===== config.mk =====
export PLATFORM = sky130hd
export DESIGN_NAME = led_pdm_scanner
export DESIGN_NICKNAME = d
export VERILOG_FILES = /design/src/rtl/led_pdm_scanner.sv
export SDC_FILE = /design/constraint.sdc
export NUM_CORES = 1
export LEC_CHECK = 0
export CAP_MARGIN = 10
export CORE_MARGIN = 10
export CORE_UTILIZATION = 53
export DETAILED_ROUTE_END_ITERATION = 8
export PLACE_DENSITY = 0.85
export SYNTH_ARGS = -nofsm -noshare
export SYNTH_HDL_FRONTEND = slang
export SYNTH_SLANG_ARGS = --single-unit

===== constraint.sdc =====
create_clock -name clk -period 5.4 [get_ports clk]
set_input_delay 0.54 -clock clk [delete_from_list [all_inputs] [get_ports clk]]
set_output_delay 0.54 -clock clk [all_outputs]
set_load 0.05 [all_outputs]

===== src/rtl/led_pdm_scanner.sv =====
// HUB75 scan engine for a 64x64 panel: requests pixels from a painter, converts each
// colour to per-subframe PDM bits, shifts half-rows out, then blanks, latches and steps the row.
module led_pdm_scanner #(
    parameter int DELAY      = 1,
    parameter int FRAME_BITS = 10
) (
    input  logic                  clk,
    input  logic                  resetn,
    output logic [FRAME_BITS-1:0] frame,
    output logic [7:0]            subframe,
    output logic [5:0]            x,
    output logic [5:0]            y,
    input  logic [23:0]           rgb24,
    output logic [2:0]            led_rgb0,
    output logic [2:0]            led_rgb1,
    output logic [4:0]            led_addr,
    output logic                  led_blank,
    output logic                  led_latch,
    output logic                  led_sclk
);

    typedef enum logic [1:0] {
        SHIFT,
        BLANK,
        LATCH
    } state_t;

    localparam logic [7:0]            DLY_LAST  = 8'(DELAY - 1);
    localparam logic [FRAME_BITS-1:0] FRAME_ONE = {{(FRAME_BITS-1){1'b0}}, 1'b1};

    state_t                state_q, state_d;
    logic [5:0]            col_q, col_d;
    logic [1:0]            phase_q, phase_d;
    logic [4:0]            row_q, row_d;
    logic [7:0]            subframe_q, subframe_d;
    logic [FRAME_BITS-1:0] frame_q, frame_d;
    logic [7:0]            dly_q, dly_d;
    logic [2:0]            hold_q, hold_d;
    logic [2:0]            rgb0_q, rgb0_d;
    logic [2:0]            rgb1_q, rgb1_d;
    logic [4:0]            addr_q, addr_d;
    logic                  sclk_q, sclk_d;
    logic                  first_row_q, first_row_d;

    logic [7:0]            th;
    logic [2:0]            pdm_bits;

    // Bit-reversed subframe spreads each channel's on-time evenly across the 256 subframes.
    always_comb begin
        th = '0;
        for (int i = 0; i < 8; i++) begin
            th[i] = subframe_q[7-i];
        end
    end

    assign pdm_bits = {rgb24[23:16] > th, rgb24[15:8] > th, rgb24[7:0] > th};

    always_ff @(posedge clk) begin
        if (!resetn) begin
            state_q     <= SHIFT;
            col_q       <= '0;
            phase_q     <= '0;
            row_q       <= '0;
            subframe_q  <= '0;
            frame_q     <= '0;
            dly_q       <= '0;
            hold_q      <= '0;
            rgb0_q      <= '0;
            rgb1_q      <= '0;
            addr_q      <= '0;
            sclk_q      <= 1'b0;
            first_row_q <= 1'b1;
        end else begin
            state_q     <= state_d;
            col_q       <= col_d;
            phase_q     <= phase_d;
            row_q       <= row_d;
            subframe_q  <= subframe_d;
            frame_q     <= frame_d;
            dly_q       <= dly_d;
            hold_q      <= hold_d;
            rgb0_q      <= rgb0_d;
            rgb1_q      <= rgb1_d;
            addr_q      <= addr_d;
            sclk_q      <= sclk_d;
            first_row_q <= first_row_d;
        end
    end

    always_comb begin
        state_d = state_q;
        case (state_q)
            SHIFT:   if (phase_q == 2'd3 && col_q == 6'd63) state_d = BLANK;
            BLANK:   if (dly_q == DLY_LAST) state_d = LATCH;
            LATCH:   state_d = SHIFT;
            default: state_d = SHIFT;
        endcase
    end

    always_comb begin
        col_d       = col_q;
        phase_d     = phase_q;
        row_d       = row_q;
        subframe_d  = subframe_q;
        frame_d     = frame_q;
        dly_d       = '0;
        hold_d      = hold_q;
        rgb0_d      = rgb0_q;
        rgb1_d      = rgb1_q;
        addr_d      = addr_q;
        sclk_d      = sclk_q;
        first_row_d = first_row_q;
        case (state_q)
            SHIFT: begin
                phase_d = phase_q + 2'd1;
                // Painter answers one clock late: top pixel arrives in phase 1, bottom in phase 2.
                if (phase_q == 2'd1) begin
                    hold_d = pdm_bits;
                end
                if (phase_q == 2'd2) begin
                    rgb0_d = hold_q;
                    rgb1_d = pdm_bits;
                    sclk_d = 1'b1;
                end
                if (phase_q == 2'd3) begin
                    sclk_d = 1'b0;
                    col_d  = col_q + 6'd1;
                end
            end
            BLANK: begin
                dly_d = dly_q + 8'd1;
            end
            LATCH: begin
                addr_d      = row_q;
                row_d       = row_q + 5'd1;
                first_row_d = 1'b0;
                if (row_q == 5'd31) begin
                    subframe_d = subframe_q + 8'd1;
                    if (subframe_q == 8'd255) begin
                        frame_d = frame_q + FRAME_ONE;
                    end
                end
            end
            default: ;
        endcase
    end

    always_comb begin
        x         = col_q;
        y         = {(phase_q != 2'd0), row_q};
        frame     = frame_q;
        subframe  = subframe_q;
        led_rgb0  = rgb0_q;
        led_rgb1  = rgb1_q;
        led_addr  = addr_q;
        led_sclk  = sclk_q;
        led_latch = (state_q == LATCH);
        led_blank = first_row_q || (state_q != SHIFT);
    end

endmodule

Fig. 1: run 1, power grid
Pins as bars on the die edge. Tap cells in gray.
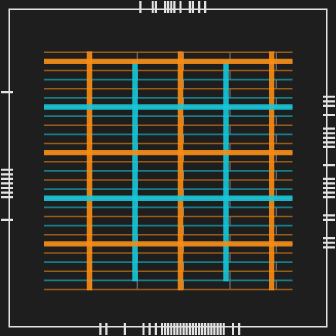
- cyan: VDD
- orange: VSS
- met5 straps: 5
- met1 rails: 27
- met4 straps: 5
- tap cells: 70

Fig. 2: run 1, cells colored by class
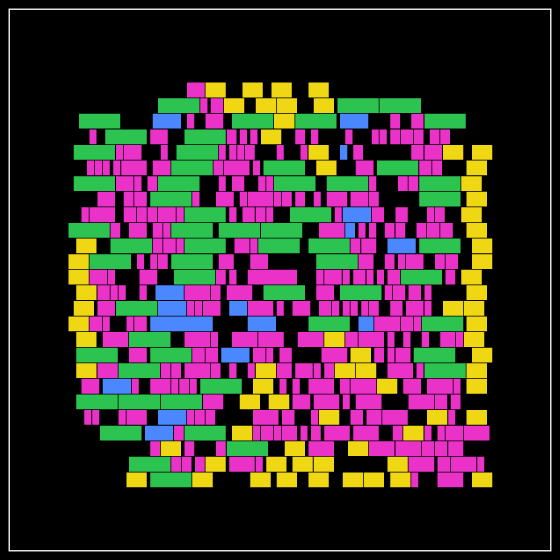
- magenta: remaining logic cells (cells 271)
- blue: clock drivers and dummy loads (cells 16)
- green: registers (cells 57)
- yellow: remaining buffers and delay cells (cells 69)
post-route cell area: 3850 sq um
Seq area share: 29.6%

==> results.txt, run 1 <==
Implementation numbers.

- The run finished with clean final reports.
- In the synthesized netlist the dominant register cell turns out to be sky130_fd_sc_hd__dfxtp_1.
- The estimated wirelength of the detail-placed design is 5220 um.
- The routed design could run at a clock period as short as 2890 ps.
- The first-pass GRT wire length is 11,300 um.
- In this run the cell area of the synthesized design comes to 2920 sq um.
- The report lists the number of standard-cell rows as 26.
- For this run, global-route usage on met1 was measured as 18.1%.
- The final report lists the setup-violating endpoint count as 0.
- The peak supply drop is 0.219 mV.
- After clock tree synthesis, the repair step resized 0 gates.
- The chip occupies 8870 sq um.
- The largest area contributor in the netlist is sky130_fd_sc_hd__dfxtp_1.
- For this design the top-level I/O count stands at 70.
- The max-cap check violation count is 0.
- The number of nets with antenna violations after routing is 0.
- In the floorplan report the effective utilization is 55.7%.
- The share of synthesized area spent on multiplexers is 1.72%.
- The startpoint identified for the worst register-to-register timing path is row_q[0].
- Global routing used 5.20% of the available met3 tracks.
- The clock slew at the register clock pins of the worst setup and hold paths is 60 ps.
- Summed over all layers, the global routing overflow is 0.
- The TritonCTS buffer count is 9.
- The classification of the worst setup path is reg2out.
- The share of power burned in registers is 46.4%.
- Yosys mapped a number of flops with a built-in enable equal to 0.
- The share of flip-flops with an asynchronous set or reset after synthesis is 0%.
- According to the floorplan report, the die height is 94.2 um.
- Ranked by instance count, the synthesized netlist is headed by sky130_fd_sc_hd__dfxtp_1, sky130_fd_sc_hd__nor2_1, sky130_fd_sc_hd__ha_1.
- Entering global routing, the biggest net connects 41 pins.
- The count of TritonRoute iterations in the first routing pass is 4.
- The area fraction in compound gates is 9.99%.
- The type of the most critical hold path is reg2reg.
- Setup slack on the worst reg-to-reg path comes out at 3010 ps.
- STA puts the critical path data arrival time at 2350 ps.
- Across every metal layer, demand over resource in global routing totals 15.9%.
- The number of nets in the final layout is 469.
- The routed layout reports a DRC error count of 0.
- The total internal power is 0.707 mW.
- The area fraction in full adders, half adders and majority gates is 15.0%.
- Synthesis produced a netlist whose cell count is 340.
- The maximum clock path buffer count is 2.
- In this run, post-CTS hold repair placed 0 buffers.
- The placement summary gives the final routability congestion estimate as 0.816.
Fig. 3: run 1, clock distribution
The bar under the picture is 20 um long.
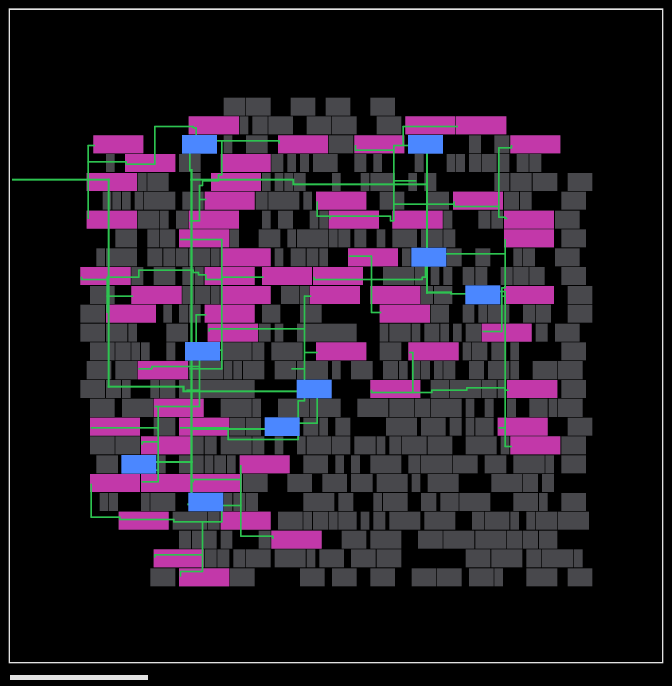
- green: clock wires (length 746 um)
- blue: clock-net drivers (count 9)
- magenta: flip-flops (count 57)
- routed clock nets: 10
clock skew after layout: 5.30 ps
share of total power in the clock network: 43.8%

Fig. 4: run 1, metal layers overlaid
The bar under the picture is 20 um long.
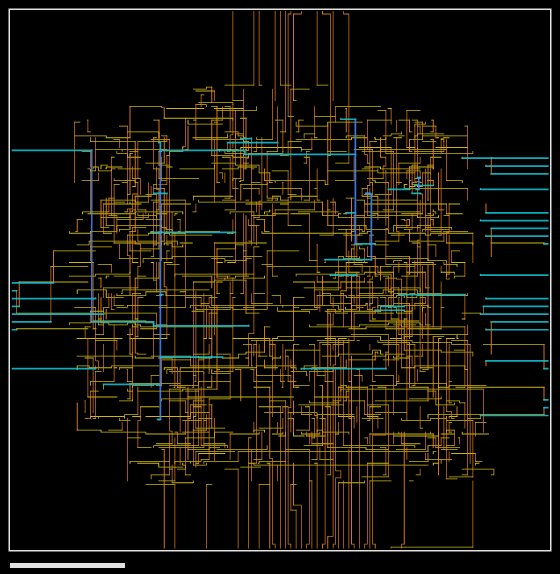
- yellow: M1 (wire length 2,970 um)
- blue: M4 (wire length 113 um)
- cyan: M3 (wire length 434 um)
- orange: M2 (wire length 3,380 um)

## run 1: worst max-delay path, stage by stage (launching register included)
cell,delay [ps]
sky130_fd_sc_hd__dfxtp_1,480
sky130_fd_sc_hd__or2b_1,370
sky130_fd_sc_hd__inv_1,290
sky130_fd_sc_hd__clkdlybuf4s50_1,870
## run 1: routing by layer
| layer | up-vias | wire (um) |
|---|---|---|
| met5 | - | 0 |
| met4 | 0 | 113 |
| met3 | 15 | 434 |
| met2 | 66 | 3380 |
| met1 | 1207 | 2970 |
| li1 | 1301 | - |
## run 1: power by group through the flow
stage	sequential [mW]	combinational, mW	clock (mW)
6_report	0.433	0.0905	0.409
5_1_grt	0.434	0.100	0.436
4_1_cts	0.433	0.0914	0.416
3_5_place_dp	0.442	0.0899	0
3_3_place_gp	0.442	0.0878	0
2_1_floorplan	0.455	0.0393	0
## run 1: stage by stage
step / area [sq um] / power [mW] / setup WS [ps] / utilization (%) / std cells
finish: 3850 / 0.932 / 2510 / 73.6 / 483
global route: 3850 / 0.970 / 2400 / 73.6 / 483
CTS: 3850 / 0.940 / 2490 / 73.6 / 483
detailed placement: 3650 / 0.532 / 2860 / 69.6 / 467
global placement: 3650 / 0.530 / 2900 / 69.6 / 467
floorplan: 2920 / 0.494 / 2870 / - / 340
## run 1: state kept, by name (all words and copies together), names as in the netlist
name         flops
dly_q            8
first_row_q      1
frame           10
hold_q           3
led_addr         5
led_rgb0         3
led_rgb1         3
led_sclk         1
phase_q          2
row_q            5
state_q          2
subframe         8
x                6
## run 1: worst min-delay path by stage
stage | from | end | slack [ps] | cells past startpoint
global placement | first_row_q | first_row_q | 430 | 2
detailed placement | first_row_q | first_row_q | 440 | 2
global route | led_addr[0] | led_addr[0] | 480 | 2
floorplan | first_row_q | first_row_q | 420 | 2
CTS | first_row_q | first_row_q | 450 | 2
finish | first_row_q | first_row_q | 450 | 2
## run 1: area by class of cell
| cell class | count | area, sq um |
|---|---|---|
| fillers | 404 | 1380 |
| well taps | 70 | 87.6 |
| clock inverters | 4 | 51.3 |
| multi-input cells | 248 | 1640 |
| inverters | 23 | 86.3 |
| repair buffers | 69 | 691 |
| flip-flops and latches | 57 | 1140 |
| clock buffers | 12 | 155 |
## run 1: logic make-up after synthesis
logic type / Yosys count
AND/OR/NAND/NOR: 132
flip-flops: 57
AND-OR/OR-AND: 53
buffers and inverters: 35
adder cells (fa/ha/maj): 35
XOR/XNOR: 23
multiplexers: 5
==> run 2, diff against run 1 <==
--- a/config.mk
+++ b/config.mk
@@ -7,9 +7,9 @@
 export LEC_CHECK = 0
 export CAP_MARGIN = 10
 export CORE_MARGIN = 10
-export CORE_UTILIZATION = 53
+export CORE_UTILIZATION = 50
 export DETAILED_ROUTE_END_ITERATION = 8
-export PLACE_DENSITY = 0.85
+export PLACE_DENSITY = 0.8
 export SYNTH_ARGS = -nofsm -noshare
 export SYNTH_HDL_FRONTEND = slang
 export SYNTH_SLANG_ARGS = --single-unit
==> constraint.sdc (replaced) <==
create_clock -name clk -period 2.83 [get_ports clk]
set_input_delay 0.283 -clock clk [delete_from_list [all_inputs] [get_ports clk]]
set_output_delay 0.283 -clock clk [all_outputs]
set_load 0.05 [all_outputs]
Fig. 5: run 2, metal layers overlaid
The bar under the picture is 20 um long.
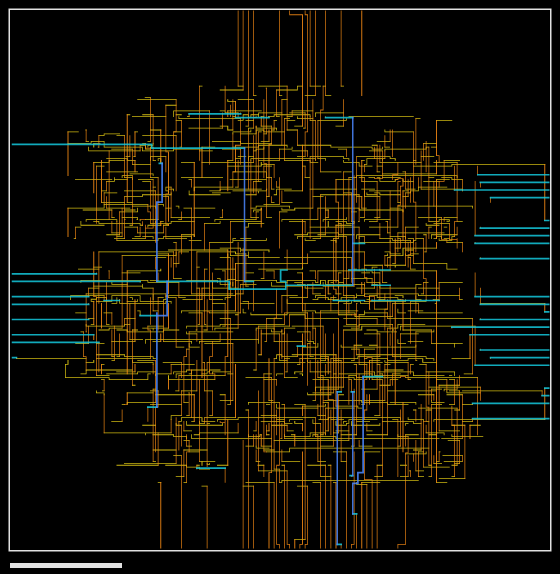
- orange: M2 (wire length 3,340 um)
- blue: M4 (wire length 169 um)
- yellow: M1 (wire length 3,020 um)
- cyan: M3 (wire length 502 um)

Fig. 6: run 2, clock distribution
The bar under the picture is 20 um long.
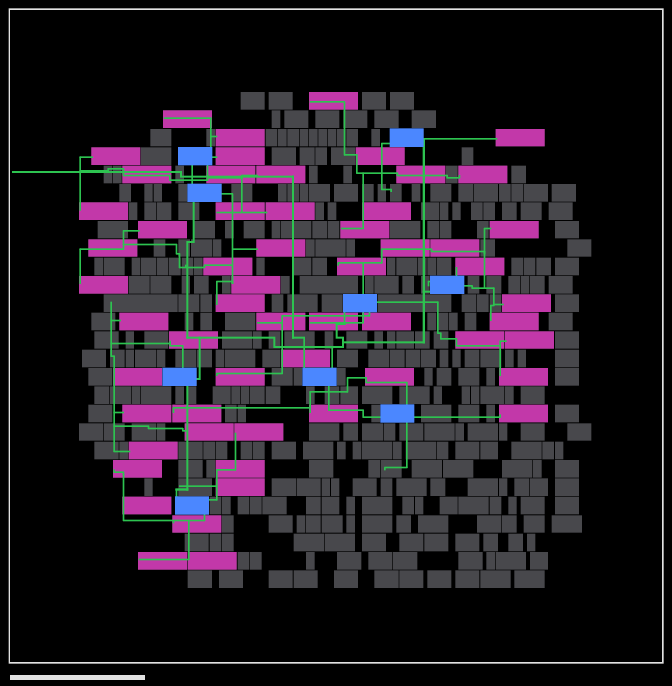
- magenta: flip-flops (count 57)
- green: clock wires (length 766 um)
- blue: clock-net drivers (count 9)
- routed clock nets: 10

==> run 2 against run 1 <==
Effect of this change:
- flip-flop count is the same
- synthesized cell count is the same
- utilization shrank 4.0 points
- register-to-register slack lost 2500 ps
- sequential share of layout area shrank 0.18 points
- via count shrank 0.23%
- critical path depth is the same
- combinational power grew 92%
- worst hold slack lost 1.2 ps
- synthesized area is the same
- cell area grew 0.62%
- critical path type unchanged
- critical endpoint unchanged
- highest routed layer unchanged
==> results.txt, run 2 <==
Implementation numbers.

- The run finished with clean final reports.
- The post-cts resize count is 0.
- The quantity of hold-fixing buffers added after cts is 0.
- The worst endpoint data arrival time is 2370 ps.
- The estimated wirelength of the detail-placed design is 5330 um.
- Of all flip-flops after synthesis, the portion carrying an async set or reset was 0%.
- Once the floorplan was initialized, standard cells occupied 52.3% of the core.
- The largest net degree at the start of global routing is 32.
- The TritonCTS buffer count is 9.
- For this run, design rule violations remaining after detail routing come to 0.
- The number of flops mapped to enable cells by yosys is 0.
- According to the hold report, the worst path is of the reg2reg type.
- The number of nets with antenna violations after routing is 0.
- The register with the most flip-flops in the layout has 10 of them.
- Looking at the critical path, the single cell with the biggest stage delay is sky130_fd_sc_hd__clkdlybuf4s50_1.
- The max-cap check violation count is 0.
- The critical path goes through or2b_1 > inv_1 > clkdlybuf4s50_1.
- The peak supply drop is 0.517 mV.
- The largest area contributor in the netlist is sky130_fd_sc_hd__dfxtp_1.
- The area of the mapped netlist is 2920 sq um.
- The vertical die dimension is 96.4 um.
- The number of placed instances with taps included is 470.
- After detailed placement, the total cell area comes to 3660 sq um.
- The number of nets in the final layout is 470.
- The post-route cell area is 3880 sq um.
run 2: cell counts after synthesis:
Identical to the previous run, type by type.
run 2: per-stage QoR:
stage / setup WS, ps / power [mW]
final: 179 / 1.85
after global routing: 82.3 / 1.90
after CTS: 182 / 1.86
after detailed placement: 554 / 1.02
after global placement: 582 / 1.01
after floorplan: 304 / 0.944
run 2: logic make-up (layout without fill, tap and decap cells):
logic type                 count (synthesis)  after routing  synth area share [%]
and+or+nand+nor                          132            132                  22.6
DFF                                       57             57                  39.1
AOI/OAI and AO/OA                         53             53                  9.99
adders and majority gates                 35             35                  15.0
buffers and inverters                     35            109                  4.63
xor gates and xnor gates                  23             23                  6.90
muxes                                      5              5                  1.72
run 2: area by class of cell:
type,count,area (sq um),area share (%)
multi-input cells,248,1640,42.3
flip-flops and latches,57,1140,29.4
repair buffers,70,698,18.0
clock buffers,11,141,3.65
well taps,72,90.1,2.32
inverters,23,86.3,2.23
clock inverters,5,78.8,2.03
run 2: power by group:
group	switching, mW	internal [mW]	total, mW
clock network	0.328	0.518	0.847
registers	0.00968	0.817	0.826
logic	0.0952	0.0788	0.174
total	0.433	1.41	1.85
run 2: layer usage:
layer | vias to the layer above | share of wire, % | GRT usage [%] | wire (um)
li1 | 1309 | - | - | -
met1 | 1195 | 43 | 17.5 | 3010
met2 | 63 | 48 | 25.4 | 3340
met3 | 16 | 7.1 | 4.47 | 502
met4 | 0 | 2.4 | 7.87 | 168
met5 | - | 0 | 0 | 0
run 2: final timing paths:
check	slack, ps	startpoint	depth (start not counted)	endpoint
setup / recovery	180	state_q[1]	3	led_latch
hold reg to reg	450	first_row_q	2	first_row_q
hold / removal	450	first_row_q	2	first_row_q
setup reg to reg	530	row_q[0]	7	frame[3]
run 2: worst reg2reg max path, cell delays in order, from the launching register on:
cell	delay, ps
sky130_fd_sc_hd__dfxtp_1	410
sky130_fd_sc_hd__ha_1	190
sky130_fd_sc_hd__and3_1	150
sky130_fd_sc_hd__ha_1	200
sky130_fd_sc_hd__nand4b_4	150
sky130_fd_sc_hd__or4_1	640
sky130_fd_sc_hd__or3_1	360
sky130_fd_sc_hd__a21oi_1	140
Power is estimated from default activity; no workload was simulated.
